File: config.mk
export PLATFORM = sky130hd
export DESIGN_NAME = int_sequencer
export DESIGN_NICKNAME = d
export VERILOG_FILES = /design/src/rtl/int_seq_pkg.sv /design/src/rtl/int_prio_enc.sv /design/src/rtl/int_sequencer.sv
export SDC_FILE = /design/constraint.sdc
export NUM_CORES = 1
export LEC_CHECK = 0
export ABC_AREA = 1
export CAP_MARGIN = 10
export CORE_AREA = 2 2 119 121
export CTS_CLUSTER_SIZE = 14
export DETAILED_ROUTE_END_ITERATION = 8
export DIE_AREA = 0 0 121 123
export PLACE_DENSITY = 0.73
export SLEW_MARGIN = 20
export SYNTH_ARGS = -nofsm -noshare
export SYNTH_HDL_FRONTEND = slang
export SYNTH_HIERARCHICAL = 1
export SYNTH_SLANG_ARGS = --single-unit
File: constraint.sdc
create_clock -name clk -period 3.3 [get_ports clk]
set_input_delay 0.825 -clock clk [delete_from_list [all_inputs] [get_ports clk]]
set_output_delay 0.825 -clock clk [all_outputs]
set_load 0.03 [all_outputs]
File: src/rtl/int_seq_pkg.sv
// Shared types and constants for the interrupt entry/exit sequencer.
package int_seq_pkg;

    typedef enum logic [2:0] {
        IDLE,
        DRAIN,
        SAVE_PC,
        SAVE_ST,
        VECTOR,
        SERVICE,
        RETURN
    } state_e;

    localparam int EPC_REG_DEF = 29;
    localparam int EST_REG_DEF = 30;
    localparam int VEC_SHIFT   = 2;

endpackage

File: src/rtl/int_prio_enc.sv
// Fixed-priority encoder: lowest set request index wins.
// Purely combinational, zero latency, no backpressure.
module int_prio_enc #(
    parameter int NUM_IRQ = 32,
    parameter int ID_W    = 5
) (
    input  logic [NUM_IRQ-1:0] req_i,
    output logic               vld_o,
    output logic [ID_W-1:0]    id_o
);

    always_comb begin
        vld_o = 1'b0;
        id_o  = '0;
        // Walk from the top down so the lowest set index is the last one written.
        for (int i = NUM_IRQ - 1; i >= 0; i--) begin
            if (req_i[i]) begin
                vld_o = 1'b1;
                id_o  = ID_W'(i);
            end
        end
    end

endmodule

File: src/rtl/int_sequencer.sv
// Interrupt sequencer: stalls the core, saves PC/state into the register file, vectors fetch, and restores on iret.
// Entry: irq sampled in IDLE -> redirect 4 cycles later; exit: 1-cycle RETURN redirect. Core held via stall.
module int_sequencer
    import int_seq_pkg::*;
#(
    parameter int NUM_IRQ = 32,
    parameter int ID_W    = 5,
    parameter int EPC_REG = EPC_REG_DEF,
    parameter int EST_REG = EST_REG_DEF
) (
    input  logic               clk,
    input  logic               rst,
    input  logic [NUM_IRQ-1:0] irq,
    input  logic               gie,
    input  logic [31:0]        ivt_b_p,
    input  logic [31:0]        p_state,
    input  logic [31:0]        pc_from_reg,
    input  logic [31:0]        pc_cur,
    input  logic               iret,
    input  logic               core_we,
    input  logic [4:0]         core_waddr,
    input  logic [31:0]        core_wdata,
    output logic               rf_we,
    output logic [4:0]         rf_waddr,
    output logic [31:0]        rf_wdata,
    output logic               stall,
    output logic               redirect_valid,
    output logic [31:0]        redirect_pc,
    output logic [ID_W-1:0]    current_int_id,
    output logic               in_service,
    output logic [NUM_IRQ-1:0] irq_claim
);

    state_e            state_q, state_d;
    logic [ID_W-1:0]   id_q, id_d;
    logic [NUM_IRQ-1:0] pend;
    logic              pend_vld;
    logic [ID_W-1:0]   pend_id;
    logic [31:0]       vec_off;

    assign pend = irq & {NUM_IRQ{gie}};

    int_prio_enc #(
        .NUM_IRQ (NUM_IRQ),
        .ID_W    (ID_W)
    ) u_prio (
        .req_i (pend),
        .vld_o (pend_vld),
        .id_o  (pend_id)
    );

    assign vec_off        = 32'(id_q) << VEC_SHIFT;
    assign current_int_id = id_q;

    always_ff @(posedge clk or negedge rst) begin
        if (!rst) begin
            state_q <= IDLE;
            id_q    <= '0;
        end else begin
            state_q <= state_d;
            id_q    <= id_d;
        end
    end

    always_comb begin
        state_d        = state_q;
        id_d           = id_q;
        rf_we          = core_we & rst;
        rf_waddr       = core_waddr;
        rf_wdata       = core_wdata;
        stall          = 1'b0;
        redirect_valid = 1'b0;
        redirect_pc    = '0;
        in_service     = 1'b0;
        irq_claim      = '0;

        unique case (state_q)
            IDLE: begin
                if (pend_vld) begin
                    id_d    = pend_id;
                    state_d = DRAIN;
                end
            end
            DRAIN: begin
                // In-flight write-back still retires through the passthrough.
                stall   = 1'b1;
                state_d = SAVE_PC;
            end
            SAVE_PC: begin
                stall    = 1'b1;
                rf_we    = 1'b1;
                rf_waddr = 5'(EPC_REG);
                rf_wdata = pc_cur;
                state_d  = SAVE_ST;
            end
            SAVE_ST: begin
                stall    = 1'b1;
                rf_we    = 1'b1;
                rf_waddr = 5'(EST_REG);
                rf_wdata = p_state;
                state_d  = VECTOR;
            end
            VECTOR: begin
                stall          = 1'b1;
                redirect_valid = 1'b1;
                redirect_pc    = ivt_b_p + vec_off;
                for (int i = 0; i < NUM_IRQ; i++) begin
                    irq_claim[i] = (id_q == ID_W'(i));
                end
                state_d = SERVICE;
            end
            SERVICE: begin
                in_service = 1'b1;
                if (iret) begin
                    state_d = RETURN;
                end
            end
            RETURN: begin
                stall          = 1'b1;
                in_service     = 1'b1;
                redirect_valid = 1'b1;
                redirect_pc    = pc_from_reg;
                state_d        = IDLE;
            end
            default: begin
                state_d = IDLE;
            end
        endcase
    end

endmodule

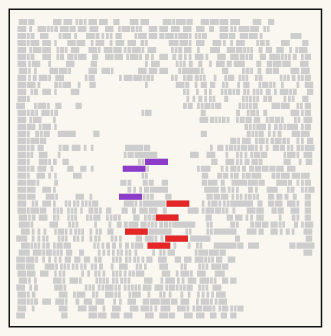
Run 1: sequential cells coloured by netlist name
Other cells in grey.
legend:
  current_int_id:
    colour: red
    placed_flops: 5
  state_q:
    colour: purple
    placed_flops: 3
area taken by flip-flops and latches: 200 sq um
flop share of the area: 0.0276
post-layout utilization of the core: 0.532
sequential power: 235 uW

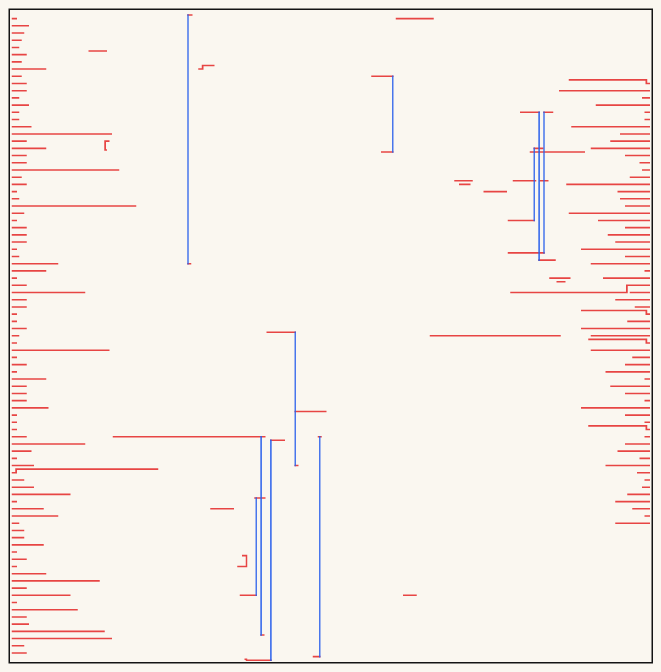
Run 1: routed metal, one colour a layer
Only two layers are drawn.
legend:
  M3:
    colour: red
    wire_length: 987 um
  M4:
    colour: blue
    wire_length: 293 um
wirelength, routed: 16400 um
vias post-DR: 5618
overall routing resource usage: 0.207

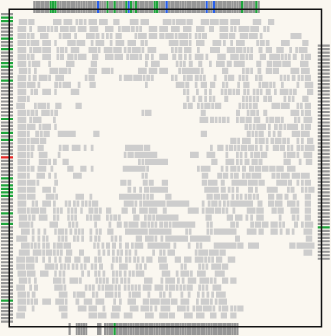
Run 1: pin map
Pins as bars across the die edge, other pins in grey.
legend:
  core_we:
    colour: red
    pins: 1
    direction: input
    edge: left
  pc_cur:
    colour: green
    pins: 32
    direction: input
    edge: 18 left, 12 top, 1 bottom, 1 right
  rf_waddr:
    colour: blue
    pins: 5
    direction: output
    edge: top
count of input and output buffers: 311
horizontal extent of the die: 121 um
vertical die dimension: 123 um

==> run notes, run 1 <==
Physical design

The number of violations of the max-capacitance limit stands at 0. The script logs the mean routed wire length per placed instance as between 10 and 15 um. Before any placement, the netlist area is recorded as 3400 sq um. Post-route period utilization is reported as 0.974.

According to the timing report, the critical path is launched from ivt_b_p[3]. The global route stage reports its total congestion overflow as 0. The final layout reports a setup TNS of 0 ns. The cell count in the Yosys report stands at 733.

The clock latency on the worst-skew pair stands at roughly 0.23 ns. The instance count after placement with tap cells included stands at ~1.3k. The share of synthesized area occupied by flip-flops and latches stands at 0.0590.

In the routed design, unresolved DRC markers number 0. Per the timing report, the most critical flop-to-flop path finishes at state_q[1]$_DFFE_PN0P_. The area growth from synthesis to layout is 113%. Nets still carrying antenna violations after routing amount to 0.

The hold violation total from the final report stands at 0. The number of nets in the layout stands at roughly 1.3k. The detailed-placement wirelength estimate stands at roughly 14000 um. Per the post-synthesis report, the number of cells in the design is around 730. The total number of yosys warnings stands at 6. The transition time recorded at the tightest slew-check pin is approximately 0.52 ns. Per the post-place timing report, worst setup slack is -0.505 ns.

The arrival time reported for the critical path endpoint stands at between 2 and 2.5 ns. Per the finish-stage timing summary, setup violations number 0. The flow ran to the end, and the final reports show no timing, DRC or antenna violations. Among all flip-flop cells after synthesis, the most frequent one is sky130_fd_sc_hd__dfrtp_1.

The sink count of the clock tree stands at 8. In this run, the synthesized area fraction spent on xor and xnor cells is recorded as 0.00774. After the flow finishes, the layout carries non-filler instances totaling roughly 1.3k.

In this run, the synthesized area fraction spent on AND-OR/OR-AND gates is recorded as 0.0862. The number of detailed-routing iterations run before antenna repair stands at 4. The analysis reports a worst IR drop on VDD of 323 uV.

After detailed routing, no signal wire sits above met4. The total nets after synthesis stands at between 900 and 1k. The share of the core area taken by cells at floorplan is 0.249. Broken down by cell family, the worst path's largest delay share belongs to buffers and inverters. In this run, the synthesized area fraction spent on adder and majority cells is recorded as 0.0243. The critical path's slowest stage uses the library cell sky130_fd_sc_hd__ha_1. The share of flip-flops with an asynchronous set or reset stands at 1.00.

The root buffer cell chosen for the clock tree is sky130_fd_sc_hd__clkbuf_16. The clock passes through at most 2 buffers. Hold analysis lists the worst path endpoint as state_q[0]$_DFFE_PN0P_. The cell sequence reported for the critical path is dlygate4sd2_1 > ha_1 > nand2_1 > nand2_1 > nand3_1 > nand2_2 > buf_4 > a21o_1 > nand3_1 > nand2_1 > buf_6.

The detailed router reports a met2 wire length of 8570 um. The launch point of the worst register-to-register path is recorded as state_q[0]$_DFFE_PN0P_. The number of top-level pins stands at 312. The area of the chip stands at between 10000 and 15000 sq um.

The number of antenna violations at the first check in global routing came to 0. In the synthesized netlist, the cells that appear most often are sky130_fd_sc_hd__nand2_1 (337), sky130_fd_sc_hd__inv_1 (110), sky130_fd_sc_hd__nor2_1 (91). The pin count of the biggest net entering global routing stands at 36.

The required time of the worst setup path stands at about 2.5 ns. The placement stage leaves a total instance area of just under 7000 sq um. The H-tree depth stands at 1. TritonCTS built the clock tree.
run 1: worst max-delay path by stage:
stage	end	slack [ns]	depth (start not counted)
6_report	redirect_pc[13]	0.09	11
5_1_grt	current_int_id[0]$_DFFE_PN0P_	-0.02	35
4_1_cts	redirect_pc[27]	0.004	12
3_5_place_dp	redirect_pc[30]	-0.50	13
3_3_place_gp	redirect_pc[30]	-0.47	13
2_1_floorplan	redirect_pc[17]	0.008	9
run 1: state kept, by name, summed over array words and instances, names as in the netlist:
signal / flops
state_q: 3
current_int_id: 5
run 1: layer usage:
metal / vias up / track usage
met5: - / 0
met4: 0 / 0.0509
met3: 21 / 0.0268
met2: 207 / 0.404
met1: 2442 / 0.237
li1: 2948 / -
run 1: final cells by class:
cell class / instances / area (sq um)
antenna: 1 / 2.50
clock buffer: 3 / 75.1
fill: 1379 / 6360
inverter: 116 / 438
multi-input combinational: 589 / 2830
sequential: 8 / 200
tap: 180 / 225
timing repair buffer: 368 / 3470
run 1: timing repair:
action,CTS,global route
setup buffers,1,0
setup endpoints to repair,27,27
resized,51,37
pin swaps,14,12
hold endpoints to repair,0,0
run 1: placed cells by master (no fill, tap or decap), types with 2 or more instances in the layout:
cell type                         netlist  layout
sky130_fd_sc_hd__a21o_1                 2       2
sky130_fd_sc_hd__inv_2                  4       9
sky130_fd_sc_hd__or2_2                  3       3
sky130_fd_sc_hd__inv_1                110     105
sky130_fd_sc_hd__nand3_1               69      66
sky130_fd_sc_hd__nand2_1              337     323
sky130_fd_sc_hd__a22oi_1                4       4
sky130_fd_sc_hd__nand2_4                0       3
sky130_fd_sc_hd__buf_12                 1       4
sky130_fd_sc_hd__nand3_2                0       2
sky130_fd_sc_hd__o21ai_0               16       6
sky130_fd_sc_hd__nor3_1                 3       3
sky130_fd_sc_hd__nor2_1                91      80
sky130_fd_sc_hd__o21ai_1                1       9
sky130_fd_sc_hd__nand4_1                8       8
sky130_fd_sc_hd__ha_4                   0       4
sky130_fd_sc_hd__o21ai_2                0       2
sky130_fd_sc_hd__clkdlybuf4s50_1        0     227
sky130_fd_sc_hd__clkbuf_16              0       3
sky130_fd_sc_hd__a21oi_1               11      10
sky130_fd_sc_hd__nor4_1                 3       3
sky130_fd_sc_hd__dlygate4sd2_1          0       6
sky130_fd_sc_hd__nand2_2                1      12
sky130_fd_sc_hd__nand3b_1               3       3
sky130_fd_sc_hd__nor2_2                 1       9
sky130_fd_sc_hd__xnor2_1                2       2
sky130_fd_sc_hd__buf_4                  0     112
sky130_fd_sc_hd__nor2_4                10      13
sky130_fd_sc_hd__o21bai_1               2       2
sky130_fd_sc_hd__dlymetal6s2s_1         0      11
sky130_fd_sc_hd__buf_6                  1       7
sky130_fd_sc_hd__dfrtp_1                8       8
sky130_fd_sc_hd__a22o_1                 3       3
run 1: tightest hold or removal path: cells and delay by family (launching register included):
family / cells / cell delay (ns)
AOI/OAI and AO/OA: 1 / 0.05
buffers and inverters: 1 / 0.07
DFF: 1 / 0.36
and+or+nand+nor: 1 / 0.13
run 1: power breakdown:
group          internal (uW)  total [uW]  switching [uW]
Clock                    156         206            49.7
Combinational           1370        3430            2050
Sequential               144         235            91.4
==> run 2, diff against run 1 <==
--- a/config.mk
+++ b/config.mk
@@ -7,11 +7,11 @@
 export LEC_CHECK = 0
 export ABC_AREA = 1
 export CAP_MARGIN = 10
-export CORE_AREA = 2 2 119 121
+export CORE_AREA = 2 2 122 124
 export CTS_CLUSTER_SIZE = 14
 export DETAILED_ROUTE_END_ITERATION = 8
-export DIE_AREA = 0 0 121 123
-export PLACE_DENSITY = 0.73
+export DIE_AREA = 0 0 124 126
+export PLACE_DENSITY = 0.72
 export SLEW_MARGIN = 20
 export SYNTH_ARGS = -nofsm -noshare
 export SYNTH_HDL_FRONTEND = slang
==> constraint.sdc (replaced) <==
create_clock -name clk -period 2.8 [get_ports clk]
set_input_delay 0.7 -clock clk [delete_from_list [all_inputs] [get_ports clk]]
set_output_delay 0.7 -clock clk [all_outputs]
set_load 0.03 [all_outputs]
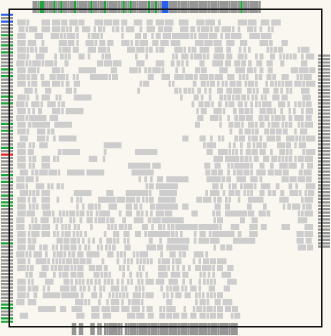
Run 2: pin map
Pins as bars across the die edge, other pins in grey.
legend:
  pc_cur:
    colour: green
    pins: 32
    direction: input
    edge: 20 left, 12 top
  core_we:
    colour: red
    pins: 1
    direction: input
    edge: left
  rf_waddr:
    colour: blue
    pins: 5
    direction: output
    edge: 3 top, 2 left
all pins by edge: 99 top, 91 left, 65 bottom, 57 right
vertical die dimension: 126 um
horizontal extent of the die: 124 um

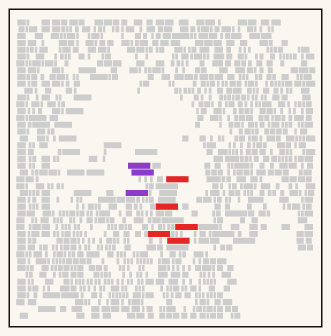
Run 2: sequential cells coloured by netlist name
Other cells in grey.
legend:
  current_int_id:
    colour: red
    placed_flops: 5
  state_q:
    colour: purple
    placed_flops: 3
post-layout utilization of the core: 0.543
flop share of the area: 0.0258
sequential power: 237 uW

==> run 2 against run 1 <==
The flow now finishes with violations (negative setup slack); via count is 1.4% higher; sequential cell count unchanged; first-iteration DRC count decreased by 12%; cell area grew 7.3%; combinational power increased by 33%; sequential share of layout area fell by 0.19 points; largest cell class unchanged.
==> run notes, run 2 <==
Physical design

The flow ran to the end, but the final reports show violations. The final reports fail on negative setup slack. By area the synthesized netlist is led by sky130_fd_sc_hd__nand2_1 (37%), sky130_fd_sc_hd__inv_1 (12%), sky130_fd_sc_hd__nand3_1 (10%). After global routing the overflow that remains totals 0. The final power report lists total power as roughly 5000 uW. The via count of the first global-routing pass stands at between 5k and 6k.

TritonCTS built the clock tree. The die covers between 15000 and 20000 sq um. sky130_fd_sc_hd__nand2_1 is the most common cell in the netlist.

The most numerous cell type found on the critical path is sky130_fd_sc_hd__nand2_2. The share of synthesized area in the top cell type comes to 0.373. The hold violation total from the final report stands at 0. The cell area after placement stands at just over 7000 sq um. The worst setup path is launched from an input pin. The detailed placer reported the number of placed instances as roughly 1.3k. Summed over all nets, the half-perimeter wirelength after detailed placement is approximately 14000 um.

The relative max-transition margin stands at 0.675. The slowest stage of the critical path belongs to the cell sky130_fd_sc_hd__fa_2. The global-route wire length before repair stands at between 20000 and 30000 um.

The data required time reported for the critical path is roughly 2.1 ns. The pin count of the biggest net entering global routing stands at 36. The number of top-level pins stands at ~310. The CTS log lists the clock sinks for this run as 8. The path class of the tightest hold or removal check is flop to flop. The number of violations of the max-capacitance limit stands at 0.

By instance count after routing, the leading logic cell types are sky130_fd_sc_hd__nand2_1 (306), sky130_fd_sc_hd__clkdlybuf4s50_1 (178), sky130_fd_sc_hd__buf_4 (155). The registers of the reported paths see a clock transition of 0.04 ns. Summed over all routing layers, the global router reports a total usage of 0.207.

The number of nets in the layout stands at between 1k and 1.5k. The static leakage power stands at roughly 0.004 uW. In this run the clock root is driven by a sky130_fd_sc_hd__clkbuf_16. The period utilization stands at 1.01. For the completed layout, the total cell area is recorded as about 7800 sq um.

The area overhead of the layout relative to synthesis stands at 129%. The buffers plus inverters on the worst setup path stands at 4. Setup repair after global routing could not meet its margin everywhere. The number of different library cells in the post-synthesis netlist stands at 44.

The number of cells produced by synthesis stands at ~730. The setup skew after layout stands at between 0.001 and 0.0015 ns. The most common logic cell in the final layout is sky130_fd_sc_hd__nand2_1. For this sky-water flow run, the detailed-routed wirelength per cell is reported as between 10 and 15 um. Excluding fillers, the count of instances in the completed layout stands at between 1k and 1.5k. The final weighted congestion of routability-driven global placement stands at a little under 0.9.

Listed in order, past its start point the critical path passes buf_6 > ha_4 > inv_2 > fa_2 > inv_2 > nand2_4 > nand2_2 > nand3b_1 > nand2_4 > nand3_2 > nand2_2 > nand3_2 > nand2_2 > buf_6. The final tally of max-slew violations stands at 0. The share of synthesized area occupied by flip-flops and latches stands at 0.0590.

The actual slew at the worst max-slew pin stands at between 0.4 and 0.5 ns. The minimum setup slack in the final design stands at -0.0360 ns. Grouping stages by cell kind, the critical path spends the most delay in simple AND/OR/NAND/NOR gates. The worst setup path is captured at an output pin. Among all flip-flop cells after synthesis, the most frequent one is sky130_fd_sc_hd__dfrtp_1. The synthesis-stage register bit count stands at 8. For reference, the most critical setup path is categorized as input pin to output pin. For this run, the final setup violation count is recorded as 2. The DRC violations left stands at 0. Data arrives at the worst endpoint at around 2.1 ns.

The accumulated negative setup slack stands at -0.0404 ns. At the later pin of the worst-skew pair, clock insertion delay measures 0.23 ns. The number of hold buffers added after CTS was 0. By count the netlist is led by sky130_fd_sc_hd__nand2_1 (337), sky130_fd_sc_hd__inv_1 (110), sky130_fd_sc_hd__nor2_1 (91). Before any placement, the netlist area is recorded as ~3400 sq um. The core box area stands at about 14000 sq um. In the synthesized netlist the async set-or-reset flop fraction comes to 1.00. The final antenna diode tally reported by the flow is 0. The worst-case IR drop observed on VDD is approximately 470 uV. Yosys mapped a number of flops with a built-in enable equal to 0.

The share of the core area taken by cells at floorplan is 0.237. Yosys stat counts 733 cells in the synthesized netlist. The number of flip-flops in the largest register stands at 5. The clock passes through at most 2 buffers.

The H-tree depth stands at 1. The number of detailed-routing iterations run before antenna repair stands at 4. The net count after synthesis is 941. The largest single stage delay on the critical path is 0.34 ns. The post-synthesis area per instance stands at roughly 4.6 sq um. The count of input and output buffers stands at 311. The number of antenna violations at the first check in global routing stands at 0. Prior to clock tree synthesis, the placed netlist has a worst setup slack of -0.735 ns.

After detailed routing, the total wire length is between 15000 and 20000 um. The total number of yosys warnings stands at 6. Dividing the detail-routed via count by the number of cells gives ~4.4. The number of routed nets with antenna violations stands at 0.

The via total after detailed routing stands at 5696.
## run 2: cell count changes in the layout (fill, tap and decap cells not counted), sizes merged
cell,previous run,this run
buf,123,194
clkdlybuf4s50,227,178
clkbuf,3,15
dlygate4sd2,6,13
dlymetal6s2s,11,7
clkdlybuf4s15,1,0
diode,1,0
nand2,338,339
## run 2: layout make-up
cell class | instances | area [sq um]
fill | 1447 | 6540
timing repair buffer | 404 | 3810
multi-input combinational | 590 | 3020
inverter | 116 | 438
tap | 184 | 230
sequential | 8 | 200
clock buffer | 3 | 75.1
## run 2: kinds of logic after synthesis
| logic type | count (synthesis) | share of synthesized area |
|---|---|---|
| buf+inv | 136 | 0.161 |
| compound gates | 47 | 0.0862 |
| simple gates | 532 | 0.658 |
| flops | 8 | 0.0590 |
| mux | 1 | 0.00332 |
| xor+xnor | 3 | 0.00774 |
| fa+ha+maj | 6 | 0.0243 |
## run 2: tightest hold or removal path: stages, from the launching register on
cell,delay (ns)
sky130_fd_sc_hd__dfrtp_1,0.37
sky130_fd_sc_hd__inv_1,0.10
sky130_fd_sc_hd__a21oi_1,0.13
## run 2: final timing paths
check | endpoint | cells past startpoint | slack [ns] | startpoint
worst min-delay path | current_int_id[1]$_DFFE_PN0P_ | 2 | 0.64 | current_int_id[1]$_DFFE_PN0P_
worst min register to register | current_int_id[1]$_DFFE_PN0P_ | 2 | 0.64 | current_int_id[1]$_DFFE_PN0P_
worst max-delay path | redirect_pc[30] | 14 | -0.04 | ivt_b_p[2]
worst max register to register | state_q[1]$_DFFE_PN0P_ | 7 | 1.33 | state_q[1]$_DFFE_PN0P_
max in group asynchronous | current_int_id[4]$_DFFE_PN0P_ | 2 | 1.80 | rst
min in group asynchronous | current_int_id[3]$_DFFE_PN0P_ | 2 | 0.87 | rst
## run 2: repair_timing
action,4_1_cts,5_1_grt
gates cloned,1,0
buffers inserted,13,2
gates resized,111,76
endpoints found under the setup margin,33,34
pin swaps,65,66
## run 2: through the flow
stage / utilization / hold WS (ns)
final: 0.543 / 0.644
after global routing: 0.543 / 0.705
after CTS: 0.535 / 0.647
after detailed placement: 0.504 / 0.630
after global placement: 0.504 / 0.613
after floorplan: - / 0.404
## run 2: power by group
part	switching (uW)	internal [uW]
sequential	67.0	170
combinational	2600	1950
clock	56.9	184
## run 2: layer usage
metal	wire [um]	part of all wire	vias up	GRT usage
met1	6760	0.40	2470	0.237
met4	250	0.015	0	0.0377
met3	989	0.058	17	0.0254
met5	0	0	-	0
met2	9060	0.53	191	0.404
li1	-	-	3018	-
Power and IR drop assume default switching activity.
